File: src/rtl/pipe_pkg.sv
// ============================================================================
// pipe_pkg : shared types and constants for the elastic pipeline stages
// Revision : 1.0
// ============================================================================
`default_nettype none

package pipe_pkg;

    typedef enum logic [1:0] {
        EMPTY = 2'd0,
        ONE   = 2'd1,
        TWO   = 2'd2
    } pipe_state_t;

    localparam logic [31:0] NOP_INSTR = 32'h0000_0020;

endpackage

`default_nettype wire

File: src/rtl/pipe_stage_ctrl.sv
// ============================================================================
// pipe_stage_ctrl : occupancy FSM, in_ready and datapath load-enables
// Revision : 1.0
// ============================================================================
`default_nettype none

module pipe_stage_ctrl
    import pipe_pkg::*;
#(
    parameter bit SKID_EN = 1'b1
) (
    input  logic       clk,
    input  logic       rst_n,
    input  logic       flush,
    input  logic       in_valid,
    input  logic       out_ready,
    output logic       in_ready,
    output logic       out_valid,
    output logic [1:0] occupancy,
    output logic       main_ld_in,
    output logic       main_ld_skid,
    output logic       main_clr,
    output logic       skid_ld
);

    pipe_state_t state_q;
    pipe_state_t state_d;
    logic        in_fire;
    logic        out_fire;

    assign out_valid = (state_q != EMPTY);
    assign in_fire   = in_valid & in_ready;
    assign out_fire  = out_valid & out_ready;

    always_comb begin
        state_d      = state_q;
        main_ld_in   = 1'b0;
        main_ld_skid = 1'b0;
        main_clr     = 1'b0;
        skid_ld      = 1'b0;
        if (flush) begin
            // an accepted input in this cycle is deliberately dropped
            state_d  = EMPTY;
            main_clr = 1'b1;
        end else begin
            case (state_q)
                EMPTY: begin
                    if (in_fire) begin
                        state_d    = ONE;
                        main_ld_in = 1'b1;
                    end
                end
                ONE: begin
                    if (in_fire && out_fire) begin
                        main_ld_in = 1'b1;
                    end else if (in_fire) begin
                        if (SKID_EN) begin
                            state_d = TWO;
                            skid_ld = 1'b1;
                        end
                    end else if (out_fire) begin
                        state_d  = EMPTY;
                        main_clr = 1'b1;
                    end
                end
                TWO: begin
                    if (out_fire) begin
                        state_d      = ONE;
                        main_ld_skid = 1'b1;
                    end
                end
                default: begin
                    state_d  = EMPTY;
                    main_clr = 1'b1;
                end
            endcase
        end
    end

    always_ff @(posedge clk) begin
        if (!rst_n) begin
            state_q <= EMPTY;
        end else begin
            state_q <= state_d;
        end
    end

    generate
        if (SKID_EN) begin : g_skid
            logic in_ready_q;
            always_ff @(posedge clk) begin
                if (!rst_n) begin
                    in_ready_q <= 1'b1;
                end else begin
                    in_ready_q <= (state_d != TWO);
                end
            end
            assign in_ready = in_ready_q;
        end else begin : g_single
            assign in_ready = (state_q == EMPTY) | out_ready;
        end
    endgenerate

    always_comb begin
        case (state_q)
            ONE:     occupancy = 2'd1;
            TWO:     occupancy = 2'd2;
            default: occupancy = 2'd0;
        endcase
    end

endmodule

`default_nettype wire

File: src/rtl/pipe_stage_elastic.sv
// ============================================================================
// pipe_stage_elastic : valid/ready pipeline register with skid entry and flush
// Revision : 1.0
// ============================================================================
`default_nettype none

module pipe_stage_elastic
    import pipe_pkg::*;
#(
    parameter int                 DATA_W  = 64,
    parameter logic [DATA_W-1:0]  BUBBLE  = DATA_W'(NOP_INSTR),
    parameter bit                 SKID_EN = 1'b1
) (
    input  logic              clk,
    input  logic              rst_n,
    input  logic              flush,
    input  logic              in_valid,
    output logic              in_ready,
    input  logic [DATA_W-1:0] in_data,
    output logic              out_valid,
    input  logic              out_ready,
    output logic [DATA_W-1:0] out_data,
    output logic [1:0]        occupancy
);

    logic              main_ld_in;
    logic              main_ld_skid;
    logic              main_clr;
    logic              skid_ld;
    logic [DATA_W-1:0] main_q;
    logic [DATA_W-1:0] main_d;
    logic [DATA_W-1:0] skid_q;
    logic [DATA_W-1:0] skid_d;

    pipe_stage_ctrl #(
        .SKID_EN (SKID_EN)
    ) u_ctrl (
        .clk          (clk),
        .rst_n        (rst_n),
        .flush        (flush),
        .in_valid     (in_valid),
        .out_ready    (out_ready),
        .in_ready     (in_ready),
        .out_valid    (out_valid),
        .occupancy    (occupancy),
        .main_ld_in   (main_ld_in),
        .main_ld_skid (main_ld_skid),
        .main_clr     (main_clr),
        .skid_ld      (skid_ld)
    );

    // main is forced to BUBBLE whenever it empties, so out_data needs no mux
    always_comb begin
        main_d = main_q;
        if (main_clr) begin
            main_d = BUBBLE;
        end else if (main_ld_in) begin
            main_d = in_data;
        end else if (main_ld_skid) begin
            main_d = skid_q;
        end
        skid_d = skid_ld ? in_data : skid_q;
    end

    always_ff @(posedge clk) begin
        if (!rst_n) begin
            main_q <= BUBBLE;
        end else begin
            main_q <= main_d;
        end
    end

    always_ff @(posedge clk) begin
        skid_q <= skid_d;
    end

    assign out_data = main_q;

endmodule

`default_nettype wire

File: config.mk
export PLATFORM = sky130hd
export DESIGN_NAME = pipe_stage_elastic
export DESIGN_NICKNAME = d
export VERILOG_FILES = /design/src/rtl/pipe_pkg.sv /design/src/rtl/pipe_stage_ctrl.sv /design/src/rtl/pipe_stage_elastic.sv
export SDC_FILE = /design/constraint.sdc
export NUM_CORES = 1
export LEC_CHECK = 0
export ABC_AREA = 1
export CORE_MARGIN = 2
export CORE_UTILIZATION = 35
export DETAILED_ROUTE_END_ITERATION = 7
export GPL_TIMING_DRIVEN = 0
export HOLD_SLACK_MARGIN = 0.03
export MAX_ROUTING_LAYER = met4
export PLACE_DENSITY = 0.71
export SYNTH_ARGS = -nofsm -noshare
export SYNTH_HDL_FRONTEND = slang
export SYNTH_SLANG_ARGS = --single-unit
File: constraint.sdc
create_clock -name clk -period 13.3 [get_ports clk]
set_clock_uncertainty 0.1 [all_clocks]
set_input_delay 2.66 -clock clk [delete_from_list [all_inputs] [get_ports clk]]
set_output_delay 2.66 -clock clk [all_outputs]
set_load 0.02 [all_outputs]
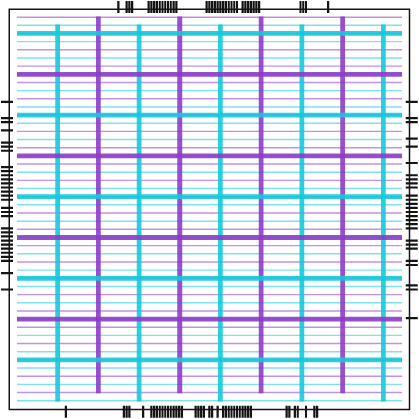
*Supply network, run 1*
(3 px per um) Pins as bars on the die edge.
VSS -> cyan
VDD -> purple
met1 rails = 48
rows = 47

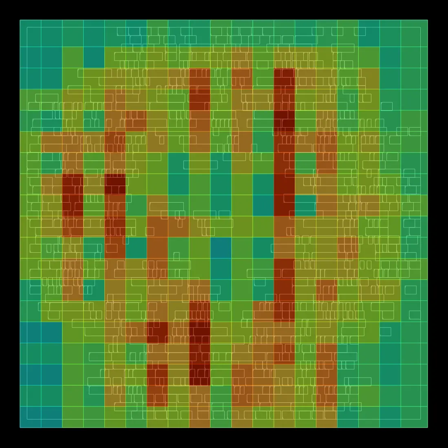
*Routing congestion, run 1*
GR peak layer: met2
WL/cell: 14.68 um
fin util: 0.4938

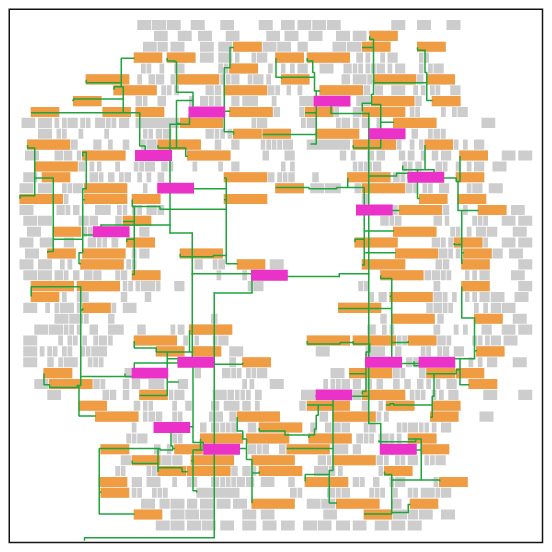
*Routed clock nets over the placement, run 1*
(4 px per um)
clock drivers -> magenta  # count 17
clock wires -> green  # length 1680 um
flip-flops -> orange  # count 131
flops lie = spread over the die
routed clock nets = 18

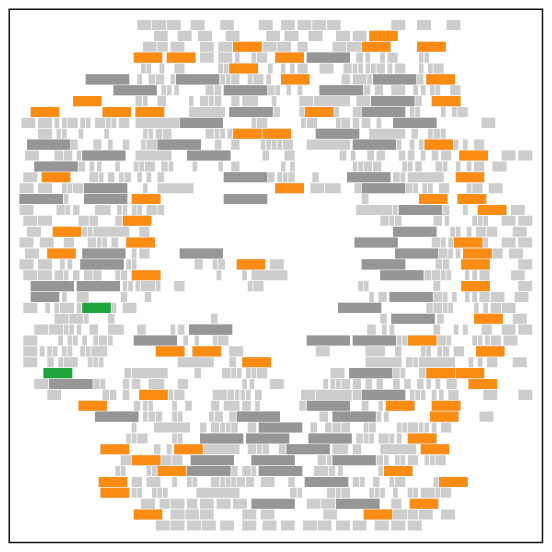
*Register map, names as in the netlist, run 1*
(4 px per um) Other sequential cells in the stronger gray, the rest of the logic in the fainter gray.
u_ctrl.state_q -> green  # flops 2
out_data -> orange  # flops 64, where spread over the die
Reg area: 3263 sq um
flop share of the area: 0.4028
Seq power: 0.000435 W

==> results.cfg, run 1 <==
; synthesis and place-and-route metrics
[timing]
finalSetupViolCount = 0
fin_crit_sh = 0.3785
setup_slack_ns = 8.266
hold_ws_ns = 0.4007
setup_tns_ns = 0
maxSlewHeadroom = 0.3869
hold_violations = 0

[clock_network]
cts.path.max_buffers = 2
holdBufCountCts = 0
htree_levels = 4
cts_setup_buffers = 0
clk_pin_slew_ns = 0.05

[final_layout]
design_area_sq_um = 8102
logic_gate_count = 408
nFillCells = 1539
drive_gt1_frac = 0.1292
dominant-cell-class = registers
area_share_nonclk_buffers = 0.2057
syn_to_final_growth_pct = 39.22

[floorplanning]
fp.dieH_um = 132.9
rows = 47
initCoreUtil = 0.3547
top_level_ports = 137
die_w_um = 132.9

[power]
pwr-share-clk = 0.459

[placement]
place_hpwl_mm = 10.66
place_area_sq_um = 7517
portBuffers = 136
gp_congestion = 0.8113

[critical_path]
crit_buf_inv = 6
path_cells = clkdlybuf4s50_1 > nand2_1 > inv_1 > buf_2 > nand2_1 > nor3_2 > buf_6 > buf_6 > buf_6
worst_path_max_delay_cell = nor3_2
reg2reg_slack_ns = 10.65
path_class = input pin to flip-flop
crit_cells = 9

[route]
wl_met3_um = 799
wl_met1_mm = 7.091

[hold_path]
hold_path_end = out_data[31]$_SDFFE_PP0P_

[logic_synthesis]
synth-adder-area-share = 0
async_flop_share = 0
area_leaders = edfxtp_1 33%, dfxtp_1 23%, nand2_1 8.8%

[grt]
grt_pass1_vias = 4838
grt_max_degree = 17
grt_overflow = 0
antenna_found_initial = 0

[status]
status = finished, final reports clean
==> run 1 -> run 2 <==
Clock period 13.3 ns to 4.7 ns, I/O delays scaled along.
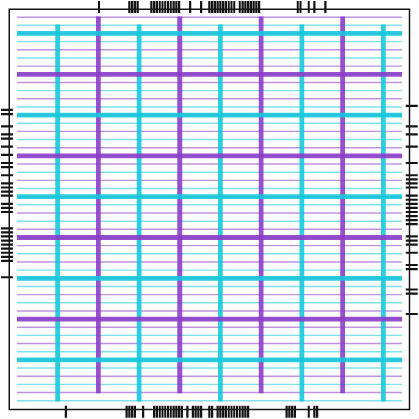
*Supply network, run 2*
(3 px per um) Pins as bars on the die edge.
VSS -> cyan
VDD -> purple
rows = 47
met4 straps = 9
met5 straps = 9
met1 rails = 48

==> results.cfg, run 2 <==
; synthesis and place-and-route metrics
[logic_synthesis]
area_leaders = edfxtp_1 33%, dfxtp_1 23%, nand2_1 8.8%
async_flop_share = 0
synth-adder-area-share = 0

[clock_network]
clk_pin_slew_ns = 0.05
cts_setup_buffers = 0
holdBufCountCts = 0

[grt]
grt_max_degree = 22
top_usage_layer = met2
grt_pass1_vias = 4759
grt_overflow = 0
antenna_found_initial = 0

[floorplanning]
fp.dieH_um = 132.9
rows = 47
top_level_ports = 137
initCoreUtil = 0.3547

[timing]
hold_violations = 0
setup_slack_ns = 1.585
maxSlewHeadroom = 0.3928
finalSetupViolCount = 0

[status]
status = finished, final reports clean

[critical_path]
crit_cells = 8
path_class = input pin to flip-flop
path_cells = clkdlybuf4s50_1 > nand2_1 > inv_1 > buf_2 > nand2_1 > nor3_4 > buf_16 > buf_16
reg2reg_slack_ns = 2.20

[final_layout]
drive_gt1_frac = 0.1283
utilization = 0.4969
nFillCells = 1533
logic_gate_count = 408
seq_share = 0.4002
design_area_sq_um = 8153
flop_area_sq_um = 3263
syn_to_final_growth_pct = 40.10

[placement]
gp_congestion = 0.8207
portBuffers = 136
place_hpwl_mm = 10.78
place_area_sq_um = 7550

[route]
wl_met3_um = 873
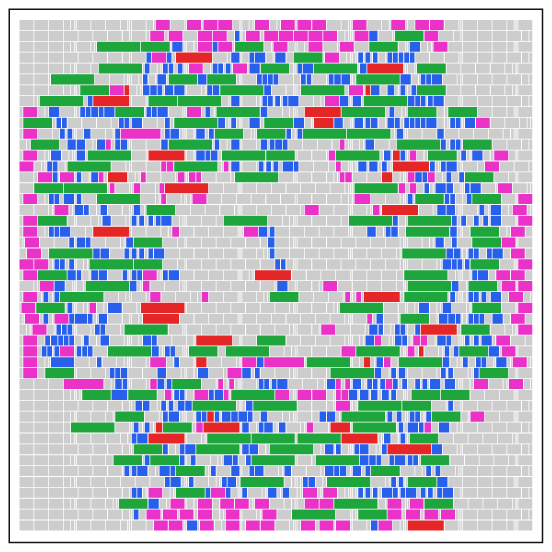
*Placed cells, one color a class, run 2*
(4 px per um) Fill, decap, tap and diode cells in gray.
sequential cells -> green  # cells 131, share of their area 41%
clock drivers and dummy loads -> red  # cells 32, share of their area 7.7%
remaining buffers and delay cells -> magenta  # cells 191, share of their area 21%
combinational and other logic -> blue  # cells 480, share of their area 29%

No activity file was given, so power comes from the tool's default toggle rates.
